clock_wires.png
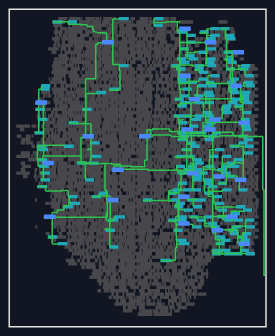
sizing.png
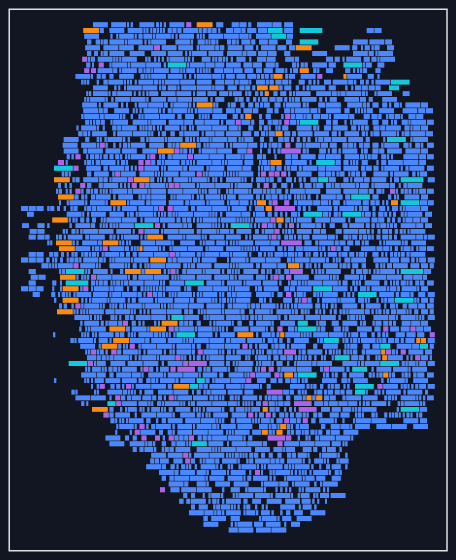
m3.png
Cells faint in the background.
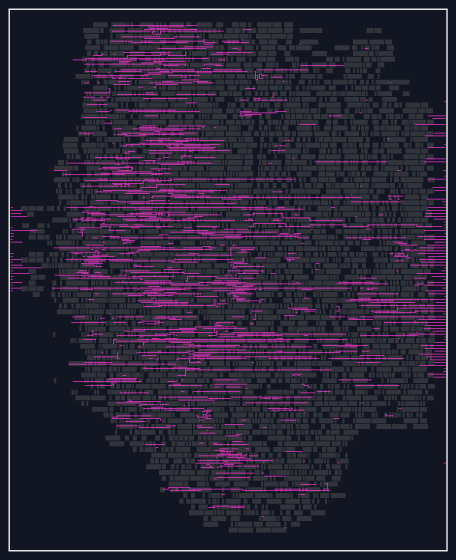
$ cat config.mk
export PLATFORM = sky130hd
export DESIGN_NAME = fpu_fmul_pipe
export DESIGN_NICKNAME = d
export VERILOG_FILES = /design/src/rtl/fpu_fmul_pipe.sv
export SDC_FILE = /design/constraint.sdc
export NUM_CORES = 2
export LEC_CHECK = 0
export CAP_MARGIN = 20
export CORE_ASPECT_RATIO = 1.25
export CORE_MARGIN = 5
export CORE_UTILIZATION = 58
export CTS_CLUSTER_DIAMETER = 150
export DETAILED_ROUTE_END_ITERATION = 6
export PLACE_DENSITY = 0.87
export SYNTH_ARGS = -nofsm -noshare
export SYNTH_HDL_FRONTEND = slang
export SYNTH_SLANG_ARGS = --single-unit
export TNS_END_PERCENT = 10
$ cat constraint.sdc
create_clock -name clk -period 7.1 [get_ports clk]
set_input_delay 0.71 -clock clk [delete_from_list [all_inputs] [get_ports clk]]
set_output_delay 0.71 -clock clk [all_outputs]
set_load 0.05 [all_outputs]
$ cat src/rtl/fpu_fmul_pipe.sv
// -----------------------------------------------------------------------------
// fpu_fmul_pipe
// Parametrised, fully pipelined IEEE-754-style floating-point multiplier.
// Four register stages (S1 unpack/classify, S2 multiply, S3 normalise,
// S4 round/pack) with valid/ready backpressure. The whole pipe freezes while
// the output holds a result the downstream has not taken. Subnormal inputs are
// treated as zero and tiny results are flushed to zero. Rounding is
// round-to-nearest, ties-to-even.
//
// Ports
//   clk        in   rising-edge clock
//   rst        in   synchronous reset, active-high
//   in_valid   in   operands/tag valid this cycle
//   in_ready   out  pipe accepts when in_valid && in_ready
//   a, b       in   operands, W = 1+EXP_W+MAN_W bits
//   in_tag     in   opaque tag carried alongside the operation
//   out_valid  out  result valid
//   out_ready  in   downstream accepts when out_valid && out_ready
//   q          out  product
//   out_tag    out  tag of the result
//   flags      out  {invalid, overflow, underflow, inexact}
// -----------------------------------------------------------------------------
module fpu_fmul_pipe #(
    parameter int EXP_W = 8,
    parameter int MAN_W = 23,
    parameter int TAG_W = 4,
    localparam int W = 1 + EXP_W + MAN_W
) (
    input  logic             clk,
    input  logic             rst,
    input  logic             in_valid,
    output logic             in_ready,
    input  logic [W-1:0]     a,
    input  logic [W-1:0]     b,
    input  logic [TAG_W-1:0] in_tag,
    output logic             out_valid,
    input  logic             out_ready,
    output logic [W-1:0]     q,
    output logic [TAG_W-1:0] out_tag,
    output logic [3:0]       flags
);

    // Exponent arithmetic is done in EXP_W+2 bits so that both the
    // underflow (negative) and overflow (> 2^EXP_W-1) ranges are representable.
    localparam int EW2 = EXP_W + 2;
    localparam int PW  = 2 * MAN_W + 2;

    localparam logic [EW2-1:0]        BIAS     = {3'b000, {(EXP_W-1){1'b1}}};
    localparam logic signed [EW2-1:0] EXP_ONE  = {{(EW2-1){1'b0}}, 1'b1};
    localparam logic signed [EW2-1:0] EXP_ZERO = {EW2{1'b0}};
    localparam logic signed [EW2-1:0] EXP_MAX  = {2'b00, {EXP_W{1'b1}}};
    localparam logic [W-1:0]          QNAN     = {1'b0, {EXP_W{1'b1}}, 1'b1, {(MAN_W-1){1'b0}}};

    // Result class decided in S1; anything but CLS_NUM overrides the arithmetic.
    typedef enum logic [1:0] {
        CLS_NUM  = 2'd0,
        CLS_ZERO = 2'd1,
        CLS_INF  = 2'd2,
        CLS_QNAN = 2'd3
    } cls_e;

    // ------------------------------------------------------------------
    // Flow control: every stage advances together unless the output is
    // holding a result that is not being taken.
    // ------------------------------------------------------------------
    logic w_stall;
    logic w_advance;

    assign w_stall   = out_valid & ~out_ready;
    assign w_advance = ~w_stall;
    assign in_ready  = ~w_stall;

    // ------------------------------------------------------------------
    // S1 combinational: unpack and classify
    // ------------------------------------------------------------------
    logic             w_sa, w_sb;
    logic [EXP_W-1:0] w_ea, w_eb;
    logic [MAN_W-1:0] w_fa, w_fb;
    logic             w_a_emax, w_b_emax, w_a_zero, w_b_zero;
    logic             w_a_nan, w_b_nan, w_a_inf, w_b_inf, w_a_snan, w_b_snan;
    logic [EW2-1:0]   w_exp_sum;
    cls_e             w_cls;
    logic             w_inv;

    assign w_sa = a[W-1];
    assign w_sb = b[W-1];
    assign w_ea = a[W-2:MAN_W];
    assign w_eb = b[W-2:MAN_W];
    assign w_fa = a[MAN_W-1:0];
    assign w_fb = b[MAN_W-1:0];

    assign w_a_emax = &w_ea;
    assign w_b_emax = &w_eb;
    // A zero exponent covers both true zero and subnormals (inputs flushed).
    assign w_a_zero = ~|w_ea;
    assign w_b_zero = ~|w_eb;
    assign w_a_nan  = w_a_emax & (|w_fa);
    assign w_b_nan  = w_b_emax & (|w_fb);
    assign w_a_inf  = w_a_emax & ~(|w_fa);
    assign w_b_inf  = w_b_emax & ~(|w_fb);
    assign w_a_snan = w_a_nan & ~w_fa[MAN_W-1];
    assign w_b_snan = w_b_nan & ~w_fb[MAN_W-1];

    // Biased exponent of the product before normalisation: ea + eb - bias.
    assign w_exp_sum = {2'b00, w_ea} + {2'b00, w_eb} - BIAS;

    // Special-value priority: NaN, inf*zero, inf, zero, ordinary number.
    always_comb begin
        w_cls = CLS_NUM;
        w_inv = 1'b0;
        if (w_a_nan | w_b_nan) begin
            w_cls = CLS_QNAN;
            w_inv = w_a_snan | w_b_snan;
        end else if ((w_a_inf & w_b_zero) | (w_b_inf & w_a_zero)) begin
            w_cls = CLS_QNAN;
            w_inv = 1'b1;
        end else if (w_a_inf | w_b_inf) begin
            w_cls = CLS_INF;
            w_inv = 1'b0;
        end else if (w_a_zero | w_b_zero) begin
            w_cls = CLS_ZERO;
            w_inv = 1'b0;
        end else begin
            w_cls = CLS_NUM;
            w_inv = 1'b0;
        end
    end

    // ------------------------------------------------------------------
    // S1 registers
    // ------------------------------------------------------------------
    logic                  r_v1;
    logic                  r_s1_sign;
    logic signed [EW2-1:0] r_s1_exp;
    logic [MAN_W:0]        r_s1_ma, r_s1_mb;
    cls_e                  r_s1_cls;
    logic                  r_s1_inv;
    logic [TAG_W-1:0]      r_s1_tag;

    // S1 stage register: capture unpacked operands on acceptance.
    always_ff @(posedge clk) begin
        if (rst) begin
            r_v1      <= 1'b0;
            r_s1_sign <= 1'b0;
            r_s1_exp  <= EXP_ZERO;
            r_s1_ma   <= {(MAN_W+1){1'b0}};
            r_s1_mb   <= {(MAN_W+1){1'b0}};
            r_s1_cls  <= CLS_ZERO;
            r_s1_inv  <= 1'b0;
            r_s1_tag  <= {TAG_W{1'b0}};
        end else if (w_advance) begin
            r_v1 <= in_valid;
            if (in_valid) begin
                r_s1_sign <= w_sa ^ w_sb;
                r_s1_exp  <= w_exp_sum;
                r_s1_ma   <= {1'b1, w_fa};
                r_s1_mb   <= {1'b1, w_fb};
                r_s1_cls  <= w_cls;
                r_s1_inv  <= w_inv;
                r_s1_tag  <= in_tag;
            end
        end
    end

    // ------------------------------------------------------------------
    // S2: mantissa product
    // ------------------------------------------------------------------
    logic [PW-1:0] w_prod;

    assign w_prod = {{(MAN_W+1){1'b0}}, r_s1_ma} * {{(MAN_W+1){1'b0}}, r_s1_mb};

    logic                  r_v2;
    logic                  r_s2_sign;
    logic signed [EW2-1:0] r_s2_exp;
    logic [PW-1:0]         r_s2_prod;
    cls_e                  r_s2_cls;
    logic                  r_s2_inv;
    logic [TAG_W-1:0]      r_s2_tag;

    // S2 stage register: hold the raw product.
    always_ff @(posedge clk) begin
        if (rst) begin
            r_v2      <= 1'b0;
            r_s2_sign <= 1'b0;
            r_s2_exp  <= EXP_ZERO;
            r_s2_prod <= {PW{1'b0}};
            r_s2_cls  <= CLS_ZERO;
            r_s2_inv  <= 1'b0;
            r_s2_tag  <= {TAG_W{1'b0}};
        end else if (w_advance) begin
            r_v2 <= r_v1;
            if (r_v1) begin
                r_s2_sign <= r_s1_sign;
                r_s2_exp  <= r_s1_exp;
                r_s2_prod <= w_prod;
                r_s2_cls  <= r_s1_cls;
                r_s2_inv  <= r_s1_inv;
                r_s2_tag  <= r_s1_tag;
            end
        end
    end

    // ------------------------------------------------------------------
    // S3: normalise. Product lies in [1,4); if it reached [2,4) the binary
    // point moves one place left and the exponent goes up by one. Otherwise
    // the product is shifted left so the hidden bit always sits at the MSB.
    // ------------------------------------------------------------------
    logic [PW-1:0]         w_norm;
    logic signed [EW2-1:0] w_exp3;

    assign w_norm = r_s2_prod[PW-1] ? r_s2_prod : {r_s2_prod[PW-2:0], 1'b0};
    assign w_exp3 = r_s2_prod[PW-1] ? (r_s2_exp + EXP_ONE) : r_s2_exp;

    logic                  r_v3;
    logic                  r_s3_sign;
    logic signed [EW2-1:0] r_s3_exp;
    logic [MAN_W-1:0]      r_s3_frac;
    logic                  r_s3_g, r_s3_r, r_s3_st;
    cls_e                  r_s3_cls;
    logic                  r_s3_inv;
    logic [TAG_W-1:0]      r_s3_tag;

    // S3 stage register: normalised fraction plus guard/round/sticky.
    always_ff @(posedge clk) begin
        if (rst) begin
            r_v3      <= 1'b0;
            r_s3_sign <= 1'b0;
            r_s3_exp  <= EXP_ZERO;
            r_s3_frac <= {MAN_W{1'b0}};
            r_s3_g    <= 1'b0;
            r_s3_r    <= 1'b0;
            r_s3_st   <= 1'b0;
            r_s3_cls  <= CLS_ZERO;
            r_s3_inv  <= 1'b0;
            r_s3_tag  <= {TAG_W{1'b0}};
        end else if (w_advance) begin
            r_v3 <= r_v2;
            if (r_v2) begin
                r_s3_sign <= r_s2_sign;
                r_s3_exp  <= w_exp3;
                r_s3_frac <= w_norm[PW-2:MAN_W+1];
                r_s3_g    <= w_norm[MAN_W];
                r_s3_r    <= w_norm[MAN_W-1];
                r_s3_st   <= |w_norm[MAN_W-2:0];
                r_s3_cls  <= r_s2_cls;
                r_s3_inv  <= r_s2_inv;
                r_s3_tag  <= r_s2_tag;
            end
        end
    end

    // ------------------------------------------------------------------
    // S4 combinational: round to nearest even, range check, pack
    // ------------------------------------------------------------------
    logic                  w_inexact;
    logic                  w_rnd_up;
    logic [MAN_W:0]        w_frac_rnd;
    logic signed [EW2-1:0] w_exp_fin;
    logic                  w_ovf, w_unf;
    logic [W-1:0]          w_q;
    logic [3:0]            w_flags;

    assign w_inexact  = r_s3_g | r_s3_r | r_s3_st;
    // Round up above half, or exactly half with an odd LSB.
    assign w_rnd_up   = r_s3_g & (r_s3_r | r_s3_st | r_s3_frac[0]);
    assign w_frac_rnd = {1'b0, r_s3_frac} + {{MAN_W{1'b0}}, w_rnd_up};
    // On carry-out the fraction bits are already all zero (1.11..1 + ulp = 10.0).
    assign w_exp_fin  = r_s3_exp + (w_frac_rnd[MAN_W] ? EXP_ONE : EXP_ZERO);
    assign w_ovf      = (w_exp_fin >= EXP_MAX);
    assign w_unf      = (w_exp_fin <= EXP_ZERO);

    // Select the packed result and flags according to the operation class.
    always_comb begin
        w_q     = {W{1'b0}};
        w_flags = 4'b0000;
        case (r_s3_cls)
            CLS_QNAN: begin
                w_q     = QNAN;
                w_flags = {r_s3_inv, 3'b000};
            end
            CLS_INF: begin
                w_q     = {r_s3_sign, {EXP_W{1'b1}}, {MAN_W{1'b0}}};
                w_flags = 4'b0000;
            end
            CLS_ZERO: begin
                w_q     = {r_s3_sign, {(W-1){1'b0}}};
                w_flags = 4'b0000;
            end
            CLS_NUM: begin
                if (w_ovf) begin
                    w_q     = {r_s3_sign, {EXP_W{1'b1}}, {MAN_W{1'b0}}};
                    w_flags = 4'b0101;
                end else if (w_unf) begin
                    w_q     = {r_s3_sign, {(W-1){1'b0}}};
                    w_flags = 4'b0011;
                end else begin
                    w_q     = {r_s3_sign, w_exp_fin[EXP_W-1:0], w_frac_rnd[MAN_W-1:0]};
                    w_flags = {3'b000, w_inexact};
                end
            end
            default: begin
                w_q     = QNAN;
                w_flags = 4'b0000;
            end
        endcase
    end

    // ------------------------------------------------------------------
    // S4 registers drive the outputs directly
    // ------------------------------------------------------------------
    logic             r_v4;
    logic [W-1:0]     r_q;
    logic [TAG_W-1:0] r_tag;
    logic [3:0]       r_flags;

    // S4 stage register: final result, held while stalled.
    always_ff @(posedge clk) begin
        if (rst) begin
            r_v4    <= 1'b0;
            r_q     <= {W{1'b0}};
            r_tag   <= {TAG_W{1'b0}};
            r_flags <= 4'b0000;
        end else if (w_advance) begin
            r_v4 <= r_v3;
            if (r_v3) begin
                r_q     <= w_q;
                r_tag   <= r_s3_tag;
                r_flags <= w_flags;
            end
        end
    end

    assign out_valid = r_v4;
    assign q         = r_q;
    assign out_tag   = r_tag;
    assign flags     = r_flags;

endmodule

==> flow_summary.yaml <==
# synthesis and place-and-route metrics
worst_setup_path:
  crit_path_end_kind: "flop"
  crit_type: "reg -> reg"
yosys:
  top_cell_area_share_pct: 34.5
  yosysMostFrequentCell: "inv_1"
  ys_chip_area_mm2: 0.0280
  simple_gate_share_pct: 19.2
  fp_nets: 4005
  yosys-top-cells-count: "inv_1, nand2_1, fa_1, and2_1, dfxtp_1"
cells_and_area:
  regArea_mm2: 0.00444
  instances_no_fill: 3995
  fill_cells: 3590
  clkbuf_count: 37
  comb_share_pct: 67.0
  largest_class: "combinational gates"
  area_share_clock_buf_inv_pct: 2.94
detailed_routing:
  wl_per_cell_um: 19.2
  route.detailed.drc: 1
power_and_ir_drop:
  p_leak_uw: 0.0145
  p_sw_uw: 1520
  p_sw_share_pct: 35.5
  p_int_uw: 2770
  pg_comb_uw: 1450
final_timing:
  setup_tns_ns: 0
  hold_viol_final: 0
  grt_setup_unrepaired: "true"
global_routing:
  globalRouteTotalUtil_pct: 29.0
  grt_pass1_vias: 24300
  overflow: 0
run_status:
  status: "complete, but fails checks"
  violations: "DRC"
cts:
  cts-buffers-inserted: 26
die:
  floorplan.rows: 90
  ios: 114
-- clock_wires.png (at the start) --
Green stands for clock wires, length 3200 um. Cyan stands for flip-flops, count 219. Blue stands for clock-net drivers, count 26.
There are 27 routed clock nets.
clock power share: 33.7%
clk_skew: 0.0376 ns

-- sizing.png (at the start) --
Purple stands for x3 and x4, cells 121, share 3.6%. Cyan stands for x6 and larger, cells 46, share 1.4%. Blue stands for x1 and smaller, cells 3126, share 93%. Orange stands for x2, cells 58, share 1.7%.
area added between synthesis and finish: 11.6%
Non-clk bufs: 228
Final Cell Area: 0.0313 mm^2
fin worst setup slack: 0.176 ns

-- m3.png (at the start) --
The layer carries 8220 um of wire. The layer holds 11% of the routed length. The longest straight run is 141 um.
GR Util met3: 7.79%
DR vias: 23.1k
final wirelength: 76500 um

-- flip-flops by register name, summed over array words and instances, names as in the netlist, 10 cells and up --
signal,flops
r_s3_exp,10
r_s2_prod,48
r_s1_exp,10
r_s1_ma,24
r_s2_exp,10
r_s3_frac,23
q,32
r_s1_mb,23
-- cell usage in the layout, fill, tap and decap left out, types with 26 or more instances in the layout --
master,n
inv_1,555
nand2_1,545
fa_1,483
and2_1,315
ha_1,193
dfxtp_1,184
a21oi_1,167
nor2_1,126
clkdlybuf4s50_1,112
buf_4,106
a211oi_1,47
xnor2_1,46
o21ai_0,45
xor2_1,35
dfxtp_2,30
nand3_1,29
mux2i_1,29
clkbuf_16,26
Power and IR drop assume default switching activity.
